<file path="config.mk">
export PLATFORM = sky130hd
export DESIGN_NAME = inverse_zigzag_buffer
export DESIGN_NICKNAME = d
export VERILOG_FILES = /design/src/rtl/jpeg_pkg.sv /design/src/rtl/zigzag_rom.sv /design/src/rtl/inverse_zigzag_buffer.sv
export SDC_FILE = /design/constraint.sdc
export NUM_CORES = 1
export LEC_CHECK = 0
export ABC_AREA = 0
export CORE_UTILIZATION = 35
export DETAILED_ROUTE_END_ITERATION = 8
export DONT_BUFFER_PORTS = 1
export PLACE_DENSITY = 0.46
export SLEW_MARGIN = 40
export SYNTH_ARGS = -nofsm -noshare
export SYNTH_HDL_FRONTEND = slang
export SYNTH_SLANG_ARGS = --single-unit
</file>
<file path="constraint.sdc">
create_clock -name clk -period 5.8 [get_ports clk]
set_clock_uncertainty 0.05 [all_clocks]
set_input_delay 1.16 -clock clk [delete_from_list [all_inputs] [get_ports clk]]
set_output_delay 1.16 -clock clk [all_outputs]
set_load 0.01 [all_outputs]
</file>
<file path="src/rtl/jpeg_pkg.sv">
// Shared constants and types for the JPEG inverse-zigzag path.
// ZIGZAG maps scan index k to natural position row*8+col.
package jpeg_pkg;

    localparam int COEF_W = 10;
    localparam int BLK_N  = 64;

    localparam logic [5:0] ZIGZAG [BLK_N] = '{
        6'd0,  6'd1,  6'd8,  6'd16, 6'd9,  6'd2,  6'd3,  6'd10,
        6'd17, 6'd24, 6'd32, 6'd25, 6'd18, 6'd11, 6'd4,  6'd5,
        6'd12, 6'd19, 6'd26, 6'd33, 6'd40, 6'd48, 6'd41, 6'd34,
        6'd27, 6'd20, 6'd13, 6'd6,  6'd7,  6'd14, 6'd21, 6'd28,
        6'd35, 6'd42, 6'd49, 6'd56, 6'd57, 6'd50, 6'd43, 6'd36,
        6'd29, 6'd22, 6'd15, 6'd23, 6'd30, 6'd37, 6'd44, 6'd51,
        6'd58, 6'd59, 6'd52, 6'd45, 6'd38, 6'd31, 6'd39, 6'd46,
        6'd53, 6'd60, 6'd61, 6'd54, 6'd47, 6'd55, 6'd62, 6'd63
    };

    typedef enum logic {
        FILL  = 1'b0,
        DRAIN = 1'b1
    } state_t;

endpackage

</file>
<file path="src/rtl/zigzag_rom.sv">
// Combinational zigzag lookup: scan index k -> natural (row, col).
module zigzag_rom
    import jpeg_pkg::*;
(
    input  logic [5:0] i_k,
    output logic [2:0] o_row,
    output logic [2:0] o_col
);

    logic [5:0] w_nat;

    assign w_nat = ZIGZAG[i_k];
    assign o_row = w_nat[5:3];
    assign o_col = w_nat[2:0];

endmodule

</file>
<file path="src/rtl/inverse_zigzag_buffer.sv">
// Collects one zigzag-ordered 8x8 coefficient block and emits it row by row in raster order.
// Define PINGPONG_EN for two banks so the next block fills while the previous one drains.
module inverse_zigzag_buffer
    import jpeg_pkg::*;
(
    input  logic                  clk,
    input  logic                  reset,
    input  logic                  in_valid,
    output logic                  in_ready,
    input  logic [COEF_W-1:0]     in_coef,
    input  logic                  in_eob,
    output logic                  out_valid,
    input  logic                  out_ready,
    output logic [8*COEF_W-1:0]   out_data,
    output logic [2:0]            out_row
);

    // state | meaning
    // FILL  | no block ready for readout; write side accepts coefficients
    // DRAIN | a closed block is presented one row per output transfer
    state_t     r_state;
    state_t     w_state_nxt;
    logic [5:0] r_k;
    logic [2:0] r_row;
    logic [2:0] w_wr_row;
    logic [2:0] w_wr_col;
    logic [5:0] w_wr_idx;
    logic [5:0] w_rd_idx;
    logic       w_in_fire;
    logic       w_out_fire;
    logic       w_close;
    logic       w_last_row;
    logic       w_swap;

    zigzag_rom u_zigzag_rom (
        .i_k   (r_k),
        .o_row (w_wr_row),
        .o_col (w_wr_col)
    );

    assign w_wr_idx   = {w_wr_row, w_wr_col};
    assign w_in_fire  = in_valid & in_ready;
    assign w_out_fire = out_valid & out_ready;
    assign w_close    = w_in_fire & (in_eob | (r_k == 6'd63));
    assign w_last_row = w_out_fire & (r_row == 3'd7);
    assign out_valid  = (r_state == DRAIN);
    assign out_row    = r_row;

    always_ff @(posedge clk or posedge reset) begin
        if (reset) begin
            r_state <= FILL;
            r_k     <= '0;
            r_row   <= '0;
        end else begin
            r_state <= w_state_nxt;
            if (w_in_fire) begin
                r_k <= w_close ? 6'd0 : r_k + 6'd1;
            end
            if (w_swap) begin
                r_row <= '0;
            end else if (w_out_fire) begin
                r_row <= r_row + 3'd1;
            end
        end
    end

    always_comb begin
        w_state_nxt = r_state;
        if (w_swap) begin
            w_state_nxt = DRAIN;
        end else if (w_last_row) begin
            w_state_nxt = FILL;
        end
    end

`ifdef PINGPONG_EN
    logic [COEF_W-1:0] r_mem  [2][BLK_N];
    logic [BLK_N-1:0]  r_mask [2];
    logic              r_wbank;
    logic              r_wfull;
    logic              w_rbank;

    // A closed write bank waits in r_wfull until the read bank frees up.
    assign w_rbank  = ~r_wbank;
    assign in_ready = ~r_wfull;
    assign w_swap   = (r_wfull | w_close) & ((r_state == FILL) | w_last_row);

    always_ff @(posedge clk or posedge reset) begin
        if (reset) begin
            r_wbank   <= 1'b0;
            r_wfull   <= 1'b0;
            r_mask[0] <= '0;
            r_mask[1] <= '0;
        end else begin
            if (w_swap) begin
                r_wbank <= ~r_wbank;
                r_wfull <= 1'b0;
            end else if (w_close) begin
                r_wfull <= 1'b1;
            end
            if (w_last_row) begin
                r_mask[w_rbank] <= '0;
            end
            if (w_in_fire) begin
                r_mask[r_wbank][w_wr_idx] <= 1'b1;
            end
        end
    end

    always_ff @(posedge clk) begin
        if (w_in_fire) begin
            r_mem[r_wbank][w_wr_idx] <= in_coef;
        end
    end

    always_comb begin
        out_data = '0;
        w_rd_idx = '0;
        for (int c = 0; c < 8; c++) begin
            w_rd_idx = {r_row, 3'(c)};
            out_data[(7-c)*COEF_W +: COEF_W] =
                r_mask[w_rbank][w_rd_idx] ? r_mem[w_rbank][w_rd_idx] : '0;
        end
    end
`else
    logic [COEF_W-1:0] r_mem [BLK_N];
    logic [BLK_N-1:0]  r_mask;

    assign in_ready = (r_state == FILL);
    assign w_swap   = w_close;

    // Unwritten positions read as zero, so clearing the mask replaces clearing storage.
    always_ff @(posedge clk or posedge reset) begin
        if (reset) begin
            r_mask <= '0;
        end else if (w_last_row) begin
            r_mask <= '0;
        end else if (w_in_fire) begin
            r_mask[w_wr_idx] <= 1'b1;
        end
    end

    always_ff @(posedge clk) begin
        if (w_in_fire) begin
            r_mem[w_wr_idx] <= in_coef;
        end
    end

    always_comb begin
        out_data = '0;
        w_rd_idx = '0;
        for (int c = 0; c < 8; c++) begin
            w_rd_idx = {r_row, 3'(c)};
            out_data[(7-c)*COEF_W +: COEF_W] = r_mask[w_rd_idx] ? r_mem[w_rd_idx] : '0;
        end
    end
`endif

endmodule
</file>
==> run_1/pinout.png <==
Scale: 1 px per micron. Pins as bars across the die edge, other pins in grey.
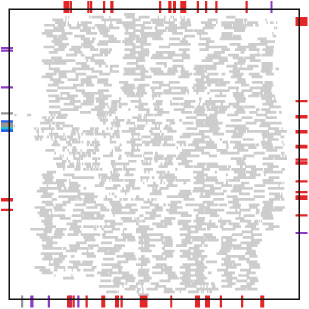
in_coef: shown in purple, pins 10, direction input, edge 5 south, 3 west, 1 east, 1 north. out_row: shown in blue, pins 3, direction output, edge west. out_data: shown in red, pins 80, direction output, edge 31 south, 24 north, 22 east, 3 west. out_valid: shown in cyan, pins 1, direction output, edge west.
All pins by edge: 37 south, 25 north, 23 east, 15 west.
height of the die: 289 microns
DIE WIDTH: 289 microns
count of input and output buffers: 0

==> run_1/layers.png <==
Scale: 1 px per micron. Only two layers are drawn.
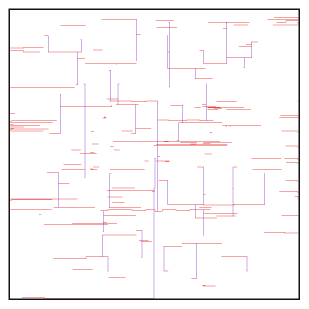
M4: shown in purple, wire length 1,230 microns. M3: shown in red, wire length 3,270 microns.
routed wire length per instance: 25.4 microns
number of vias after detailed routing: 13,865
overall routed net length: 68,000 microns

==> run_1/m4.png <==
Scale: 1 px per micron.
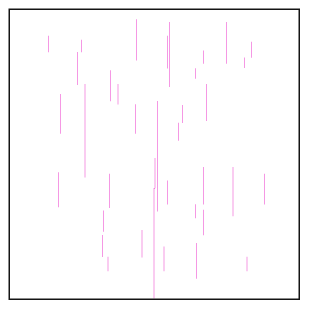
The layer carries 1,230 microns of wire. 12 nets have wire on it. The layer holds 1.8% of the routed length.

run 1: path summary, 6_finish.rpt:
check	slack, ns	cells past startpoint	from	to
max	1.21	5	out_row[1]	out_data[39]
min	0.42	2	r_mask[30]	r_mask[30]
max reg2reg	1.30	8	r_k[1]	r_mem[60][0]
min reg2reg	0.42	2	r_mask[30]	r_mask[30]
max in group asynchronous	4.60	2	reset	r_mask[17]
min in group asynchronous	0.55	2	reset	out_row[0]
run 1: layer usage:
metal	share of wire	track usage	wire, microns
met5	0	0	0
met4	0.018	0.0443	1230
met3	0.048	0.0323	3270
met2	0.48	0.266	32800
met1	0.45	0.231	30700
run 1: area by class of cell:
class / instances / area, sq um / share of cell area
flip-flops and latches: 714 / 21100 / 0.641
clock inverters: 51 / 744 / 0.0226
repair buffers: 45 / 387 / 0.0118
multi-input cells: 712 / 7370 / 0.224
well taps: 1060 / 1330 / 0.0403
inverters: 9 / 35.0 / 0.00106
clock buffers: 86 / 1960 / 0.0596
run 1: kinds of logic after synthesis:
logic type	Yosys count
AOI/OAI and AO/OA	112
xor gates and xnor gates	3
adders and majority gates	20
buffers and inverters	99
DFF	714
muxes	273
and+or+nand+nor	304
run 1: metrics by stage:
stage                     total power [mW]  hold WS [ns]   util  cell area, sq um  std cells
final                                 14.8         0.424  0.407             32900       2677
after global routing                  15.4         0.445  0.407             32900       2677
after CTS                             15.0         0.426  0.406             32900       2676
after detailed placement              9.72         0.412  0.372             30100       2539
after global placement                9.71         0.407  0.371             30000       2537
after floorplan                       8.62         0.389      -             28800       1525
run 1: state kept, by name, indices dropped and copies added (netlist names):
register,count
r_k,6
r_mask,64
r_mem,640
out_row,3
out_valid,1
==> results.toml, run 1 <==
# implementation run metrics
[power]
p_leak_nw = 10.6
pwr.group.clock_mw = 5.25
seq_pwr_mw = 5.97
p_sw_mw = 4.21
combinationalPowerShare = 0.240

[yosys]
xor_area_frac = 0.000914
ys_cells = 1525
synth.ff_latch_count = 714
syn-instance-count = 1525
top_area_cell = "sky130_fd_sc_hd__edfxtp_1"
ys_top_cells_by_count = "sky130_fd_sc_hd__edfxtp_1 (640), sky130_fd_sc_hd__mux4_2 (176), sky130_fd_sc_hd__nor2_1 (158)"
logic_family = "multiplexers"
syn-num-nets = 1560
yosys_warnings = 0

[placed_design]
gp_congestion = 0.786

[global_route]
grtUsageTotal = 0.166
first_pass_grt_wire_length_microns = 101000
grt_max_degree = 75
via_count_of_the_first_global_routing_pass = 14648
grt_residual_overflow = 0

[floorplan]
chip_area_sq_um = 83300
floorplan.initialDensity = 0.355

[critical_path]
critical-path-top-cell-by-count = "sky130_fd_sc_hd__buf_4"
worst_path_max_delay_cell = "sky130_fd_sc_hd__dfrtp_4"
path_cells = "buf_4 > mux4_2 > mux2i_1 > buf_4 > nor2_1"

[timing]
report.final.hold_viol_count = 0
post_route_clock_period_utilization = 0.791
timing.slew.headroom = 0.425
final.setup.worst_slack_ns = 1.21

[clock_network]
clkSlewWorstSetupHoldPaths_ns = 0.06
ctsRootBufferMaster = "sky130_fd_sc_hd__clkbuf_16"
max-clock-path-buffers = 3
post_cts_hold_buffer_count = 0
resized_cells_post_cts = 0
tritoncts_clock_tree = "yes"

[run]
warnings = 40

[final_layout]
most_common_library_cell_in_the_layout_ignoring_fill_and_taps = "sky130_fd_sc_hd__edfxtp_1"
most_numerous_logic_cells_after_layout = "sky130_fd_sc_hd__edfxtp_1 (640), sky130_fd_sc_hd__mux4_2 (176), sky130_fd_sc_hd__nor2_1 (117), sky130_fd_sc_hd__mux2i_1 (92), sky130_fd_sc_hd__nand2_1 (84)"

[detailed_routing]
avgViaCountPerCell = 5.18

[run_status]
run_status = "finished clean"
==> run 1 -> run 2 <==
- clock period: 5.8 -> 4.6 ns (I/O delays scaled with it)
==> run_2/m4.png <==
Scale: 1 px per micron.
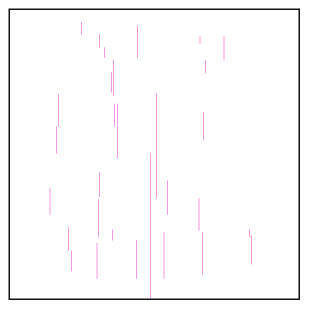
12 nets have wire on it. The longest straight run is 145 microns. The layer holds 1.5% of the routed length. The layer carries 989 microns of wire.
number of vias after detailed routing: 14,015
overall routed net length: 68,200 microns

==> results.toml, run 2 <==
# implementation run metrics
[run_status]
run_status = "finished clean"

[floorplan]
chip_area_sq_um = 83300
io_pins = 100
floorplan.die.width_microns = 289

[final_layout]
most_numerous_logic_cells_after_layout = "sky130_fd_sc_hd__edfxtp_1 (640), sky130_fd_sc_hd__mux4_2 (176), sky130_fd_sc_hd__nor2_1 (156), sky130_fd_sc_hd__mux2i_1 (92), sky130_fd_sc_hd__buf_4 (90)"
layout_top_registers = "r_mem x640, r_mask x64, r_k x6"
regMostFlops = "r_mem"
largest_reg_flops = 640

[yosys]
synth.ff_latch_count = 714
yosys_warnings = 0
top_area_cell = "sky130_fd_sc_hd__edfxtp_1"
syn-num-nets = 1560
ys_top_cells_by_count = "sky130_fd_sc_hd__edfxtp_1 (640), sky130_fd_sc_hd__mux4_2 (176), sky130_fd_sc_hd__nor2_1 (158)"
syn-instance-count = 1525

[detailed_routing]
avgViaCountPerCell = 5.15
drt-wirelength-per-cell_microns = 25.1

[run]
warnings = 40

[timing]
post_route_clock_period_utilization = 0.873
timing.slew.headroom = 0.485
report.final.hold_viol_count = 0
achievable-frequency_mhz = 249

[clock_network]
resized_cells_post_cts = 0
ctsRootBufferMaster = "sky130_fd_sc_hd__clkbuf_16"
post_cts_hold_buffer_count = 0
tritoncts_clock_tree = "yes"
max-clock-path-buffers = 3
clkSlewWorstSetupHoldPaths_ns = 0.05

[global_route]
first_pass_grt_wire_length_microns = 101000
grt_residual_overflow = 0
grtUsageTotal = 0.167
grt_max_degree = 91

[placed_design]
portBuffers = 0
gp_congestion = 0.787

[critical_path]
r2r.worst_path.cells = 10
worst_path_max_delay_cell = "sky130_fd_sc_hd__or4_1"
path_depth = 10
path_cells = "inv_1 > ha_1 > xor2_1 > a311o_1 > a2111oi_4 > nor2_1 > or4_1 > buf_4 > nor2_1 > buf_4"
timing.critical_path.slowest_cell_delay_ns = 0.65
==> run_2/pinout.png <==
Scale: 1 px per micron. Pins as bars across the die edge, other pins in grey.
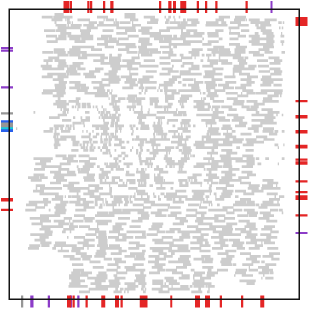
out_data: shown in red, pins 80, direction output, edge 31 south, 24 north, 22 east, 3 west. out_valid: shown in cyan, pins 1, direction output, edge west. in_coef: shown in purple, pins 10, direction input, edge 5 south, 3 west, 1 east, 1 north. out_row: shown in blue, pins 3, direction output, edge west.
All pins by edge: 37 south, 25 north, 23 east, 15 west.

[run 2: final timing paths]
kind,from,end,slack [ns]
setup / recovery,r_k[0],r_mem[28][4],0.58
hold / removal,reset,r_k[5],0.23
setup reg to reg,r_k[0],r_mem[28][4],0.58
hold reg to reg,r_mask[38],r_mask[38],0.43
max in group asynchronous,reset,r_mask[14],3.30
min in group clk,in_coef[2],r_mem[37][2],0.36
[run 2: logic make-up (layout without fill, tap and decap cells)]
group           Yosys count  after routing  share of synthesized area
simple gates            304            304                     0.0463
buf+inv                  99            235                     0.0153
flops                   714            714                      0.733
fa+ha+maj                20             20                    0.00870
mux                     273            273                      0.172
xor+xnor                  3              3                   0.000914
compound gates          112            112                     0.0242
[run 2: final cells by class]
type	instances	area, sq um	area share
Tap cell	1060	1330	0.0404
Sequential cell	714	21100	0.642
Clock buffer	97	2130	0.0648
Inverter	9	35.0	0.00107
Clock inverter	34	209	0.00637
Multi-Input combinational cell	712	7270	0.221
Timing Repair Buffer	95	776	0.0236
[run 2: power breakdown]
part           switching (mW)  internal, mW
Combinational            2.45          2.04
Clock                    2.46          3.32
Sequential              0.304          7.22
Total                    5.22          12.6
[run 2: stage by stage]
stage | total power [mW] | std cells | worst slack, ns | area [sq um] | hold WS (ns)
final | 17.8 | 2721 | 0.584 | 32800 | 0.230
after global routing | 18.6 | 2721 | 0.321 | 32800 | 0.264
after floorplan | 10.9 | 1525 | 0.901 | 28800 | 0.389
after CTS | 18.1 | 2721 | 0.470 | 32800 | 0.247
after detailed placement | 12.3 | 2590 | 0.510 | 30500 | 0.415
after global placement | 12.3 | 2590 | 0.698 | 30500 | 0.404
[run 2: layer usage]
metal,GRT usage,share of wire,wire [microns]
met5,0,0,0
met4,0.0382,0.014,989
met3,0.0348,0.048,3260
met2,0.275,0.49,33700
met1,0.227,0.44,30300
==> run 2 -> run 3 <==
- PLACE_DENSITY: 0.46 -> not set
==> run_3/m4.png <==
Scale: 1 px per micron.
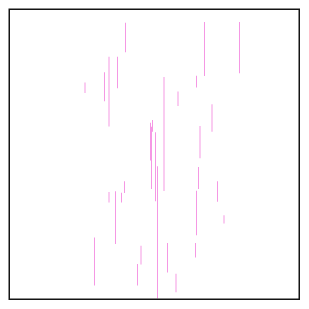
16 nets have wire on it. The longest straight run is 132 microns.
overall routed net length: 64,300 microns
number of vias after detailed routing: 14,242

==> results.toml, run 3 <==
# implementation run metrics
[run_status]
run_status = "finished clean"

[yosys]
ys_seq_share = 0.733
ys_cells = 1525
syn-instance-count = 1525
ys_top_cells_by_count = "sky130_fd_sc_hd__edfxtp_1 (640), sky130_fd_sc_hd__mux4_2 (176), sky130_fd_sc_hd__nor2_1 (158)"
syn-num-nets = 1560

[critical_path]
timing.critical_path.slowest_cell_delay_ns = 0.83
cp.buffers_inverters = 2
timing.setup.critical_path_class = "reg2reg"
path_cells = "inv_1 > ha_1 > xor2_1 > a311o_1 > a2111oi_4 > nor2_1 > or4_1 > nor2_1 > buf_4"

[global_route]
first_pass_grt_wire_length_microns = 96000
grt_max_degree = 81
grt_residual_overflow = 0

[clock_network]
clkSlewWorstSetupHoldPaths_ns = 0.06
ctsRootBufferMaster = "sky130_fd_sc_hd__clkbuf_16"
post_cts_hold_buffer_count = 0
max-clock-path-buffers = 3
tritoncts_clock_tree = "yes"
htreeDepth = 3
resized_cells_post_cts = 0

[final_layout]
multi_input_comb_area_sq_um = 7270
design_area_sq_um = 32600
most_common_library_cell_in_the_layout_ignoring_fill_and_taps = "sky130_fd_sc_hd__edfxtp_1"
largest_reg_flops = 640
post_route_non_filler_standard_cell_count = 2715
most_numerous_logic_cells_after_layout = "sky130_fd_sc_hd__edfxtp_1 (640), sky130_fd_sc_hd__mux4_2 (176), sky130_fd_sc_hd__nor2_1 (149), sky130_fd_sc_hd__mux2i_1 (95), sky130_fd_sc_hd__buf_4 (92)"
flop_area_sq_um = 21100
syn_to_final_growth_pct = 13.6
regMostFlops = "r_mem"
layout_top_registers = "r_mem x640, r_mask x64, r_k x6"

[run]
max_cap_viol_count = 0
warnings = 40

[floorplan]
io_pins = 100
chip_area_sq_um = 83300

[timing]
achievable-frequency_mhz = 250
report.final.hold_viol_count = 0
whs_ns = 0.226
timing.slew.headroom = 0.419
final.setup.worst_slack_ns = 0.600

[placed_design]
place_worst_setup_slack_ns = 0.546
placed_cells_incl_taps = 2591
gp_congestion = 0.876
portBuffers = 0
place.detailed.hpwl_microns = 37600

[power]
power_mw = 17.3

[detailed_routing]
final_antenna_net_count = 0
==> run_3/layers.png <==
Scale: 1 px per micron. Only two layers are drawn.
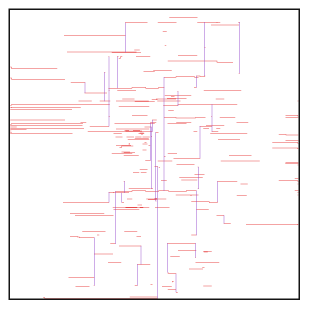
M3: shown in red, wire length 3,630 microns. M4: shown in purple, wire length 1,110 microns.
aggregate global-route resource usage: 0.156
routed wire length per instance: 23.7 microns

-- run 3: final cells by class --
| type | instances | area share |
|---|---|---|
| antenna | 1 | 0.0000766 |
| clock buffer | 88 | 0.0566 |
| clock inverter | 34 | 0.00878 |
| inverter | 9 | 0.00111 |
| multi-input combinational | 712 | 0.223 |
| sequential | 714 | 0.646 |
| tap | 1060 | 0.0406 |
| timing repair buffer | 97 | 0.0242 |
-- run 3: power breakdown --
part,total [mW],switching [mW],leakage (nW),internal [mW]
Sequential,7.43,0.208,6.76,7.22
Clock,5.39,2.32,1.04,3.07
Combinational,4.52,2.46,2.77,2.06
Total,17.3,4.99,10.6,12.3
-- run 3: final timing paths --
check                           startpoint           end  slack (ns)  cells after the start
worst min register to register  r_mask[47]    r_mask[47]        0.43                      2
worst min-delay path                 reset    r_mask[55]        0.23                      1
max in group asynchronous            reset    r_mask[50]        3.44                      2
min in group clk                in_coef[3]  r_mem[47][3]        0.36                      0
worst max register to register      r_k[1]   r_mem[4][9]        0.60                      9
worst max-delay path                r_k[1]   r_mem[4][9]        0.60                      9
-- run 3: layer usage --
metal / global-route usage / part of all wire
met1: 0.208 / 0.42
met3: 0.0328 / 0.056
met4: 0.0408 / 0.017
met5: 0 / 0
met2: 0.261 / 0.50
-- run 3: cells by family (layout without fill, tap and decap cells) --
kind of cell    count (synthesis)  after routing  synth area share
mux                           273            273             0.172
buf+inv                        99            228            0.0153
simple gates                  304            304            0.0463
other cells                     0              1                 0
flops                         714            714             0.733
xor+xnor                        3              3          0.000914
compound gates                112            112            0.0242
fa+ha+maj                      20             20           0.00870
No activity file was given, so power comes from the tool's default toggle rates.
